<file path="src/rtl/vga_video_out.sv">
// -----------------------------------------------------------------------------
// vga_video_out
//   Video timing generator and pixel-stream sequencer for the TMDS encoders.
//   A free-running h/v raster (pixel clock domain) pulls RGB888 pixels from a
//   valid/ready stream that marks pixel (0,0) with a start-of-frame flag. All
//   video outputs are registered, so the pins lag the raster counters by one
//   cycle. Underflow and framing errors blank the offending slot, raise a
//   sticky error bit and drop the sequencer back to hunting for the next SOF.
//
// Ports
//   i_clk          pixel clock (25 MHz)
//   i_rstn         asynchronous active-low reset
//   i_enable       run timing; low = blank outputs and hold raster at (0,0)
//   i_px_valid     stream pixel valid
//   i_px_sof       stream pixel is (0,0) of a frame
//   i_px_data      stream pixel {r,g,b}
//   o_px_ready     pixel consumed this cycle when i_px_valid & o_px_ready
//   o_data_en      active-video qualifier
//   o_hsync        horizontal sync, active level HS_POL
//   o_vsync        vertical sync, active level VS_POL
//   o_r/o_g/o_b    pixel colour, 0 when blanked
//   o_frame_start  one-cycle pulse alongside output pixel (0,0)
//   o_err          sticky errors: [0] underflow, [1] framing
//   i_err_clr      clears o_err; a new error in the same cycle wins
// -----------------------------------------------------------------------------
module vga_video_out #(
  parameter int   H_ACTIVE = 640,
  parameter int   H_FP     = 16,
  parameter int   H_SYNC   = 96,
  parameter int   H_BP     = 48,
  parameter int   V_ACTIVE = 480,
  parameter int   V_FP     = 10,
  parameter int   V_SYNC   = 2,
  parameter int   V_BP     = 33,
  parameter logic HS_POL   = 1'b0,
  parameter logic VS_POL   = 1'b0
) (
  input  logic        i_clk,
  input  logic        i_rstn,
  input  logic        i_enable,
  input  logic        i_px_valid,
  input  logic        i_px_sof,
  input  logic [23:0] i_px_data,
  output logic        o_px_ready,
  output logic        o_data_en,
  output logic        o_hsync,
  output logic        o_vsync,
  output logic [7:0]  o_r,
  output logic [7:0]  o_g,
  output logic [7:0]  o_b,
  output logic        o_frame_start,
  output logic [1:0]  o_err,
  input  logic        i_err_clr
);

  localparam int H_TOTAL = H_ACTIVE + H_FP + H_SYNC + H_BP;
  localparam int V_TOTAL = V_ACTIVE + V_FP + V_SYNC + V_BP;
  localparam int HW      = $clog2(H_TOTAL);
  localparam int VW      = $clog2(V_TOTAL);

  localparam logic [HW-1:0] H_LAST   = HW'(H_TOTAL - 1);
  localparam logic [HW-1:0] H_ACT    = HW'(H_ACTIVE);
  localparam logic [HW-1:0] HS_FIRST = HW'(H_ACTIVE + H_FP);
  localparam logic [HW-1:0] HS_LAST  = HW'(H_ACTIVE + H_FP + H_SYNC - 1);
  localparam logic [VW-1:0] V_LAST   = VW'(V_TOTAL - 1);
  localparam logic [VW-1:0] V_ACT    = VW'(V_ACTIVE);
  localparam logic [VW-1:0] VS_FIRST = VW'(V_ACTIVE + V_FP);
  localparam logic [VW-1:0] VS_LAST  = VW'(V_ACTIVE + V_FP + V_SYNC - 1);

  localparam logic [1:0] ST_IDLE   = 2'd0;
  localparam logic [1:0] ST_SEEK   = 2'd1;
  localparam logic [1:0] ST_STREAM = 2'd2;

  logic [1:0]    state, state_nxt;
  logic [HW-1:0] h;
  logic [VW-1:0] v;

  logic       run;
  logic       active;
  logic       at_origin;
  logic       hs_on;
  logic       vs_on;
  logic       take;
  logic [1:0] err_set;

  // Raster runs only while enabled and out of IDLE; IDLE parks it at (0,0).
  assign run       = i_enable && (state != ST_IDLE);
  assign active    = (h < H_ACT) && (v < V_ACT);
  assign at_origin = (h == '0) && (v == '0);
  assign hs_on     = (h >= HS_FIRST) && (h <= HS_LAST);
  assign vs_on     = (v >= VS_FIRST) && (v <= VS_LAST);

  // NOTE: every signal assigned here gets a default first, so no path through
  // the case statement can leave one unassigned and infer a latch.
  always_comb begin
    state_nxt  = state;
    o_px_ready = 1'b0;
    take       = 1'b0;
    err_set    = 2'b00;
    case (state)
      ST_IDLE: begin
        if (i_enable) state_nxt = ST_SEEK;
      end
      ST_SEEK: begin
        // Non-SOF pixels are drained in active slots; a SOF pixel waits for
        // (0,0). Blanking slots never take anything from the stream.
        o_px_ready = active && (!i_px_sof || at_origin);
        if (i_px_valid && o_px_ready && i_px_sof) begin
          take      = 1'b1;
          state_nxt = ST_STREAM;
        end
      end
      ST_STREAM: begin
        o_px_ready = active && !(i_px_sof ^ at_origin);
        if (active) begin
          if (!i_px_valid) begin
            err_set[0] = 1'b1;
            state_nxt  = ST_SEEK;
          end else if (i_px_sof ^ at_origin) begin
            // SOF in the wrong place (or missing at the origin): leave the
            // pixel in the stream so SEEK can pick it up at the next (0,0).
            err_set[1] = 1'b1;
            state_nxt  = ST_SEEK;
          end else begin
            take = 1'b1;
          end
        end
      end
      default: state_nxt = ST_IDLE;
    endcase
    // Dropping enable aborts at once, whatever the state.
    if (!i_enable) begin
      state_nxt  = ST_IDLE;
      o_px_ready = 1'b0;
      take       = 1'b0;
      err_set    = 2'b00;
    end
  end

  // NOTE: sequential state uses non-blocking assignments so every register
  // samples the pre-edge values regardless of statement order.
  always_ff @(posedge i_clk or negedge i_rstn) begin
    if (!i_rstn) begin
      state <= ST_IDLE;
      h     <= '0;
      v     <= '0;
    end else begin
      state <= state_nxt;
      if (!run) begin
        h <= '0;
        v <= '0;
      end else if (h == H_LAST) begin
        h <= '0;
        v <= (v == V_LAST) ? '0 : v + 1'b1;
      end else begin
        h <= h + 1'b1;
      end
    end
  end

  // Output stage: one cycle behind the raster counters.
  always_ff @(posedge i_clk or negedge i_rstn) begin
    if (!i_rstn) begin
      o_data_en     <= 1'b0;
      o_hsync       <= ~HS_POL;
      o_vsync       <= ~VS_POL;
      o_r           <= '0;
      o_g           <= '0;
      o_b           <= '0;
      o_frame_start <= 1'b0;
    end else if (!run) begin
      o_data_en     <= 1'b0;
      o_hsync       <= ~HS_POL;
      o_vsync       <= ~VS_POL;
      o_r           <= '0;
      o_g           <= '0;
      o_b           <= '0;
      o_frame_start <= 1'b0;
    end else begin
      o_data_en     <= active;
      o_hsync       <= hs_on ? HS_POL : ~HS_POL;
      o_vsync       <= vs_on ? VS_POL : ~VS_POL;
      o_r           <= take ? i_px_data[23:16] : 8'h00;
      o_g           <= take ? i_px_data[15:8]  : 8'h00;
      o_b           <= take ? i_px_data[7:0]   : 8'h00;
      o_frame_start <= at_origin;
    end
  end

  // Sticky error flags; a set in the same cycle as a clear takes priority.
  always_ff @(posedge i_clk or negedge i_rstn) begin
    if (!i_rstn) begin
      o_err <= 2'b00;
    end else begin
      o_err <= (o_err & ~{2{i_err_clr}}) | err_set;
    end
  end

endmodule
</file>
<file path="config.mk">
export PLATFORM = sky130hd
export DESIGN_NAME = vga_video_out
export DESIGN_NICKNAME = d
export VERILOG_FILES = /design/src/rtl/vga_video_out.sv
export SDC_FILE = /design/constraint.sdc
export NUM_CORES = 1
export LEC_CHECK = 0
export CAP_MARGIN = 20
export CORE_ASPECT_RATIO = 1.1
export CORE_UTILIZATION = 45
export DETAILED_ROUTE_END_ITERATION = 7
export GPL_TIMING_DRIVEN = 0
export MAX_ROUTING_LAYER = met4
export PLACE_DENSITY = 0.75
export SETUP_SLACK_MARGIN = 0.1
export SYNTH_ARGS = -nofsm -noshare
export SYNTH_HDL_FRONTEND = slang
export SYNTH_SLANG_ARGS = --single-unit
</file>
<file path="constraint.sdc">
create_clock -name i_clk -period 4.7 [get_ports i_clk]
set_input_delay 0.94 -clock i_clk [delete_from_list [all_inputs] [get_ports i_clk]]
set_output_delay 0.94 -clock i_clk [all_outputs]
set_load 0.02 [all_outputs]
</file>
Figure 1. Sizing map (run 1).
(6 px per um)
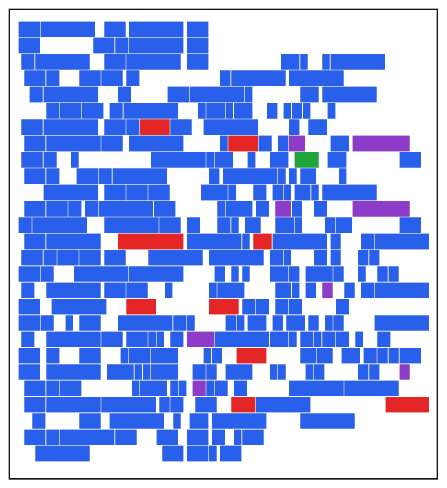
| size | color | cells | share |
|---|---|---|---|
| _3 and _4 cells | green | 1 | 0.34% |
| _0 and _1 cells | blue | 279 | 94% |
| _2 cells | purple | 8 | 2.7% |
| _6 and larger | red | 9 | 3.0% |

Figure 2. Wiring by layer (run 1).
(6 px per um) Only two layers are drawn.
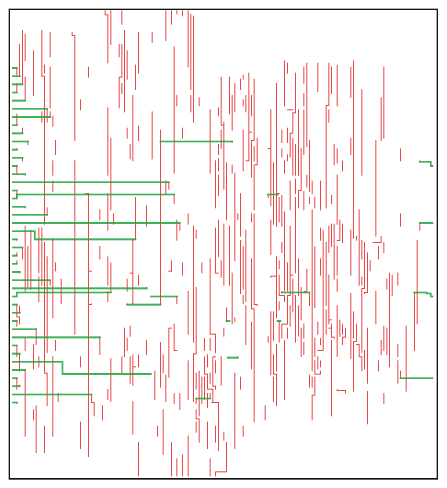
| layer | color | wire length |
|---|---|---|
| metal 2 | red | 2140 um |
| metal 3 | green | 302 um |
total routed wirelength: 4620 um
detail-routed net length per standard cell: 13.0 um
overall via count from detail_route: 1839
global-route usage over all layers: 19.0%

Figure 3. Placed standard cells (run 1).
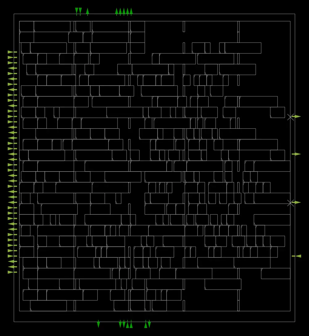
core box area: 5030 um2
Seq/total area: 41.1%
cell row count: 27

==> results.txt, run 1 <==
Observations from the implementation run.

Status:
- The flow ran to the end, but the final reports show violations.
- The final reports fail on DRC.

Power:
- Combinational logic is responsible for 19.0% of the overall power.
- The run gives the clock group share of total power as 32.4%.
- For the sequential group, total power comes out at 0.000477 W.
- In this run, power in the clock network comes to 0.000318 W.
- Overall power consumption after layout is estimated at 0.000982 W.
- The run puts the maximum ir drop on the vdd rail at 0.000201 V.
- Summed over all nets, the switching power comes to 0.000268 W.
- The leakage power in the latest report is 1.35 nW.
- The run puts the proportion of power drawn by flip-flops and latches at 48.6%.
- Combinational cells consume a total of 0.000187 W.
- The run puts the internal power component at 0.000714 W.
- The run gives the ratio of total power to cell area as 310 nW/um2.
- The biggest slice of the total power is consumed by sequential cells.

Final timing:
- For this run, the final setup violation count is recorded as 0.
- The run puts the fmax at 248 MHz.
- The run puts the minimum setup slack in the final design at 0.666 ns.
- The final max-slew violation count recorded for this run is 0.
- The run puts the worst-margin pin slew at 0.568 ns.
- Summed over all failing endpoints, the final setup total negative slack is 0 ns.
- The run puts the setup skew after layout at 0.00778 ns.
- In the finished design, the share of the clock period the worst path needs comes to 85.8%.
- Measured against its own limit, the worst slew margin works out to 61.8%.

Clock tree:
- The cell sitting at the root of the clock tree is a sky130_fd_sc_hd__clkbuf_8.
- The run gives the number of sinks handled by clock tree synthesis as 52.
- The clock passes through at most 2 buffers.
- The run puts the count of hold buffers inserted by post-cts repair at 0.
- Once the clock tree was built, the resizer swapped 0 gates to a different size.
- The run gives the H-tree level count as 2.
- TritonCTS built the clock tree.
- The run puts the number of buffers added by the clock tree synthesis step at 5.

Route:
- The run puts the length of routed met3 wiring at 301 um.
- Signal nets in the final route climb as high as met4.
- The run puts the DRC violation total after the first TritonRoute iteration at 146.
- The run gives the detailed-route vias per instance as 5.18.
- The DRC violation total left in the routed layout is recorded as 2.
- The run puts the total routed wire length on the met1 layer at 2140 um.
- The run gives the number of detailed-routing iterations run before antenna repair as 7.
- The run gives the total length of routed met2 wires as 2140 um.

GRT:
- The run gives the global-route wire length before repair as 8000 um.
- The run puts the initial antenna violation count at 0.
- The number of global-route vias before repair came to 1835.
- Entering global routing, the biggest net connects 41 pins.
- The run gives the total global routing overflow as 0.

Final layout:
- In the final layout, the registers with the most flip-flops are h: 10 flops, v: 10 flops.
- The run gives the footprint of the multi-input gates as 983 um2.
- By instance count after routing, the leading logic cell type is sky130_fd_sc_hd__clkdlybuf4s50_1.
- The repair_antennas step left the layout with diodes totalling 0.
- For this run, the post-layout net count is 335.
- For this run, the number of standard cells in the final layout without fillers is 355.
- The run gives the number of fill cells in the layout as 407.
- The post-route netlist has 6.06% of its cells at a drive strength greater than 1.
- Cells fill 63.0% of the core in the end.
- In the layout the commonest cells are 59 x sky130_fd_sc_hd__clkdlybuf4s50_1, 50 x sky130_fd_sc_hd__dfrtp_1, 27 x sky130_fd_sc_hd__and2_1.

Logic synthesis:
- The run gives the multiplexer share of the synthesized area as 0.847%.
- In this run, the synthesized area fraction spent on and/or/nand/nor cells is recorded as 24.2%.
- Of all cell types, the one taking the most synthesized area is sky130_fd_sc_hd__dfrtp_1.
- In this run the biggest area consumer among cell types represents 52.9% of the synthesized area.
- The run puts the Yosys warning count at 0.
- The net count after synthesis is 267.
- The run puts the number of cells in Yosys stat at 228.
- The run gives the number of different library cells in the post-synthesis netlist as 41.
- The run gives the area share of and-or/or-and cells after synthesis as 8.47%.
- The run gives the synthesized instance count as 228.
- The run gives the dominant non-sequential cell family after synthesis as simple AND/OR/NAND/NOR gates.
- The run gives the register bit total from synthesis as 52.
- By area the synthesized netlist is led by sky130_fd_sc_hd__dfrtp_1 53%, sky130_fd_sc_hd__and2_1 7.1%, sky130_fd_sc_hd__ha_1 4.8%, sky130_fd_sc_hd__nand2_1 3.5%, sky130_fd_sc_hd__inv_1 2.4%.
- The run gives the post-synthesis xor/xnor area fraction as 3.34%.
- The run puts the netlist area before placement at 2360 um2.
- For reference, the post-synthesis area per instance comes to 10.4 um2.

Place:
- Once detailed placement completed, the half-perimeter wirelength came to 3490 um.
- The run puts the global placement routability congestion at 0.901.
- Timing analysis after detailed placement gives a worst setup slack of 0.988 ns.
- The run puts the cell area reported after detailed placement at 3050 um2.
- The run gives the cell count after placement as 347.

Critical path:
- The run gives the endpoint kind of the worst setup timing path as a primary output.
- The run gives the category of the critical setup timing path as register to primary output.
- The run gives the number of cells on the worst reg-to-reg path as 9.
- STA classifies the critical path startpoint as a register.
- The run gives the data required time at the worst endpoint as 3.76 ns.
- The run gives the data arrival time of the worst path as 3.09 ns.

Run:
- The run puts the count of maximum capacitance violations at 0.
- The logs give a warning total of 31.

Floorplanning:
- The run gives the die extent in y as 78.0 um.
- The run puts the die area at 5550 um2.
- The run puts the top-level port count at 61.
- The run puts the starting utilization of the core area at 47.0%.

Hold path:
- In the hold timing report, the worst path depth is 1.
- The path class of the tightest hold or removal check is register to register.
## run 1: cells in the mapped netlist
cell                         n
sky130_fd_sc_hd__or3_1       5
sky130_fd_sc_hd__nor4b_1     1
sky130_fd_sc_hd__a311oi_1    1
sky130_fd_sc_hd__dfrtp_1    50
sky130_fd_sc_hd__o21ai_0    10
sky130_fd_sc_hd__and3_1      1
sky130_fd_sc_hd__nand4_1     4
sky130_fd_sc_hd__nand2_1    22
sky130_fd_sc_hd__nor4_1      4
sky130_fd_sc_hd__a31oi_1     1
sky130_fd_sc_hd__nand2b_1    1
sky130_fd_sc_hd__nand3_1     9
sky130_fd_sc_hd__a21oi_1     7
sky130_fd_sc_hd__mux2i_1     2
sky130_fd_sc_hd__nor3_1      5
sky130_fd_sc_hd__nor2_1     11
sky130_fd_sc_hd__clkbuf_1    4
sky130_fd_sc_hd__dfstp_2     2
sky130_fd_sc_hd__o31ai_1     1
sky130_fd_sc_hd__o32ai_1     1
sky130_fd_sc_hd__or2_2       1
sky130_fd_sc_hd__or3_4       1
sky130_fd_sc_hd__nor4_2      1
sky130_fd_sc_hd__and2_1     27
sky130_fd_sc_hd__o21ai_1     1
sky130_fd_sc_hd__o2111ai_1   1
sky130_fd_sc_hd__o211ai_1    2
sky130_fd_sc_hd__or4_1       3
sky130_fd_sc_hd__inv_1      15
sky130_fd_sc_hd__nor3b_1     1
sky130_fd_sc_hd__o22ai_1     3
sky130_fd_sc_hd__ha_1        9
sky130_fd_sc_hd__xnor2_1     6
sky130_fd_sc_hd__and3_2      1
sky130_fd_sc_hd__buf_2       1
sky130_fd_sc_hd__o311ai_0    1
sky130_fd_sc_hd__or3_2       1
sky130_fd_sc_hd__nor2b_1     5
sky130_fd_sc_hd__o31a_1      2
sky130_fd_sc_hd__a222oi_1    1
sky130_fd_sc_hd__xor2_1      3
## run 1: final timing paths
path,slack [ns],start,to
max in group asynchronous,3.68,i_rstn,state[1]
min reg2reg,0.51,h[0],h[0]
min,0.51,h[0],h[0]
min in group asynchronous,0.52,i_rstn,v[3]
max reg2reg,1.75,v[2],o_r[4]
max,0.67,v[2],o_px_ready
## run 1: area by class of cell
cell class	instances	share of cell area (%)
Sequential cell	52	41.1
Multi-Input combinational cell	156	31.0
Timing Repair Buffer	61	19.4
Tap cell	58	2.29
Clock buffer	5	2.17
Inverter	15	1.78
Clock inverter	3	1.58
Buffer	5	0.631
## run 1: layer usage
metal	GRT usage, %	vias up
met2	29.3	58
met1	23.7	859
met3	6.29	6
met4	6.40	0
li1	-	916
met5	-	-
## run 1: critical path, stage by stage, from the launching register on
cell,delay (ns)
sky130_fd_sc_hd__dfrtp_1,0.47
sky130_fd_sc_hd__or4_1,0.54
sky130_fd_sc_hd__nor3b_1,0.23
sky130_fd_sc_hd__nand4_1,0.17
sky130_fd_sc_hd__ha_1,0.34
sky130_fd_sc_hd__and2_1,0.16
sky130_fd_sc_hd__o21ai_0,0.11
sky130_fd_sc_hd__nor3_1,0.14
sky130_fd_sc_hd__clkdlybuf4s50_1,0.63
--- run 2 (diff from run 1) ---
Settings changed: CORE_MARGIN set to 4, CORE_UTILIZATION 45 to 30, PLACE_DENSITY 0.75 to unset.
Figure 4. Sizing map (run 2).
(4 px per um)
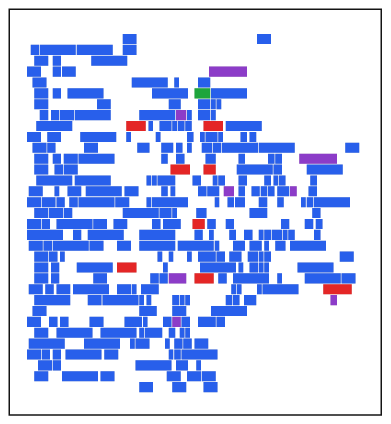
| size | color | cells | share |
|---|---|---|---|
| _6 and larger | red | 8 | 2.7% |
| _0 and _1 cells | blue | 280 | 94% |
| _3 and _4 cells | green | 1 | 0.34% |
| _2 cells | purple | 8 | 2.7% |
Buffers, non-clock: 66
Final Instance Area: 3200 um2
signed area change from the synthesized netlist to the final layout: 35.4%
slack of the critical path: 0.679 ns

Figure 5. Port wiring (run 2).
(3 px per um)
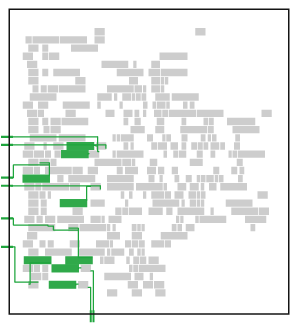
| port | color | bits | direction | edge | end cells | buffers | wire |
|---|---|---|---|---|---|---|---|
| o_b | green | 8 | output | 6 left, 2 bottom | 8 | 8 | 236 um |
num ports: 61
number of input and output port buffers inserted: 60

==> run 2 against run 1 <==
  * The flow now finishes without violations
  * Core utilization is 21 points lower
  * Global-route usage fell by 6.8 points
  * Area after synthesis did not move
  * Final cell count grew 13%
  * Count of clock-buffer cells in the layout grew 1
  * Critical path type unchanged
  * Highest routed layer unchanged
==> results.txt, run 2 <==
Observations from the implementation run.

Status:
- Run status: completed (was finished, violations left).

Critical path:
- The run gives the data arrival time of the worst path as 3.08 ns (was 3.09 ns).
- The startpoint of the worst setup timing path is h[9] (was v[2]).
- The internal reg-to-reg setup slack is 1.84 ns (was 1.75 ns).

Floorplanning:
- The run puts the number of rows created at floorplan at 33 (was 27).
- The run puts the die area at 9360 um2 (was 5550 um2).

Route:
- The run gives the wire length reported by the detailed router as 5210 um (was 4620 um).
- The number of detailed-routing iterations run before antenna repair is 5 (was 7).

Final layout:
- Most frequently placed logic cells in the final layout: 59 x sky130_fd_sc_hd__clkdlybuf4s50_1, 50 x sky130_fd_sc_hd__dfrtp_1, 27 x sky130_fd_sc_hd__and2_1 (unchanged).
- The run puts the final core utilization at 42.4% (was 63.0%).
- The final-stage net count is 335 (unchanged).
- The run gives the footprint of the multi-input gates as 983 um2 (unchanged).
- Largest registers in the final layout: h: 10 flops, v: 10 flops (unchanged).
- The run gives the number of inserted diodes as 0 (unchanged).
- The run puts the number of fill cells in the layout at 768 (was 407).

Logic synthesis:
- The run gives the proportion of register bits with asynchronous set or reset after synthesis as 100% (unchanged).
- The run gives the top flip-flop cell by instance count after synthesis as sky130_fd_sc_hd__dfrtp_1 (unchanged).
- The number of cells in Yosys stat came to 228 (unchanged).
- The run gives the area share of the largest cell type after synthesis as 52.9% (unchanged).
- The run puts the number of synthesized flops with an enable pin at 0 (unchanged).
- The cell accounting for the most synthesized area is sky130_fd_sc_hd__dfrtp_1 (unchanged).
- The run gives the synthesized instance count as 228 (unchanged).

GRT:
- The global-route wire length before repair is 8890 um (was 8000 um).
- The run puts the met2 routing resource usage after global routing at 18.6% (was 29.3%).
- The met1 usage in global routing came to 15.0% (was 23.7%).
- The run gives the busiest layer in global routing as met2 (unchanged).
- The number of global-route vias before repair was 1853 (was 1835).
- The run puts the largest net degree at the start of global routing at 40 (was 41).

Final timing:
- The run gives the total count of max-transition violations in the final report as 0 (unchanged).
- The run gives the worst-margin pin slew as 0.583 ns (was 0.568 ns).

Run:
- The number of warnings in the stage logs came to 31 (unchanged).
- The count of maximum capacitance violations was 0 (unchanged).

Clock tree:
- The H-tree level count was 2 (unchanged).
- The run puts the number of buffers added by the clock tree synthesis step at 5 (unchanged).
- The run gives the clock tree buffer depth as 2 (unchanged).

Power:
- The run puts the maximum ir drop on the vdd rail at 0.000140 V (was 0.000201 V).
- The reported leakage power was 1.33 nW (was 1.35 nW).
- The run puts the ratio of total power to cell area at 290 nW/um2 (was 310 nW/um2).

Hold path:
- The run gives the worst hold-check path type as input port to async pin (was register to register).
Figure 6. Wiring by layer (run 2).
(4 px per um) Only two layers are drawn.
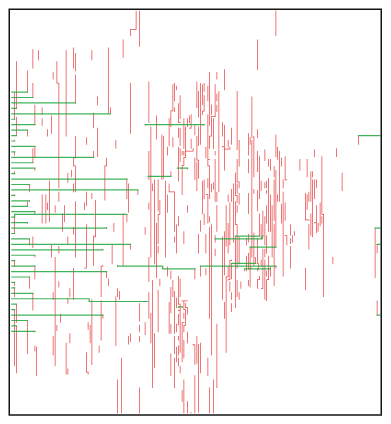
| layer | color | wire length |
|---|---|---|
| metal 2 | red | 2280 um |
| metal 3 | green | 521 um |

==> run 2: netlist changes by cell type in the layout (fill, tap and decap cells not counted), sizes merged <==
cell,previous run,this run
bufinv,1,0
clkbuf,9,10
==> run 2: logic make-up after synthesis <==
group | after synthesis | share of synthesized area [%]
adders and majority gates | 9 | 4.76
buffers and inverters | 20 | 3.23
muxes | 2 | 0.847
and+or+nand+nor | 104 | 24.2
xor gates and xnor gates | 9 | 3.34
DFF | 52 | 55.2
AOI/OAI and AO/OA | 32 | 8.47
==> run 2: report_power, final <==
| group | internal (W) | switching (W) |
|---|---|---|
| registers | 0.000465 | 0.0000112 |
| clock network | 0.000109 | 0.000151 |
| logic | 0.0000847 | 0.000106 |
==> run 2: critical path, cell delays in order, from the launching register on <==
cell and delay [ns]:
sky130_fd_sc_hd__dfrtp_1 0.45, sky130_fd_sc_hd__or4_1 0.55, sky130_fd_sc_hd__nor3b_1 0.20, sky130_fd_sc_hd__nand4_1 0.18
sky130_fd_sc_hd__ha_1 0.36, sky130_fd_sc_hd__and2_1 0.17, sky130_fd_sc_hd__o21ai_0 0.10, sky130_fd_sc_hd__nor3_1 0.14
sky130_fd_sc_hd__clkdlybuf4s50_1 0.63
==> run 2: metal layers <==
layer | up-vias | part of all wire (%)
li1 | 914 | -
met3 | 5 | 10
met1 | 863 | 45
met5 | - | 0
met4 | 0 | 1.3
met2 | 69 | 44
==> run 2: final cells by class <==
cell class,instances,share of cell area [%]
Buffer,5,0.625
Tap cell,105,4.10
Timing Repair Buffer,61,19.2
Clock inverter,2,0.547
Inverter,15,1.76
Sequential cell,52,40.7
Multi-Input combinational cell,156,30.7
Clock buffer,6,2.27
==> run 2: stage by stage <==
stage	total power, W	worst slack [ns]	cells
2_1_floorplan	0.000589	1.55	228
3_3_place_gp	0.000674	0.966	393
3_5_place_dp	0.000678	0.978	394
4_1_cts	0.000944	0.628	402
5_1_grt	0.000988	0.374	402
6_report	0.000927	0.679	402
==> run 2: worst max path at each step <==
stage,cells past startpoint,slack [ns],end
after CTS,8,0.63,o_px_ready
after detailed placement,8,0.98,o_px_ready
after global placement,8,0.97,o_px_ready
after global routing,8,0.37,o_px_ready
after floorplan,7,1.55,o_px_ready
final,8,0.68,o_px_ready
No activity file was given, so power comes from the tool's default toggle rates.
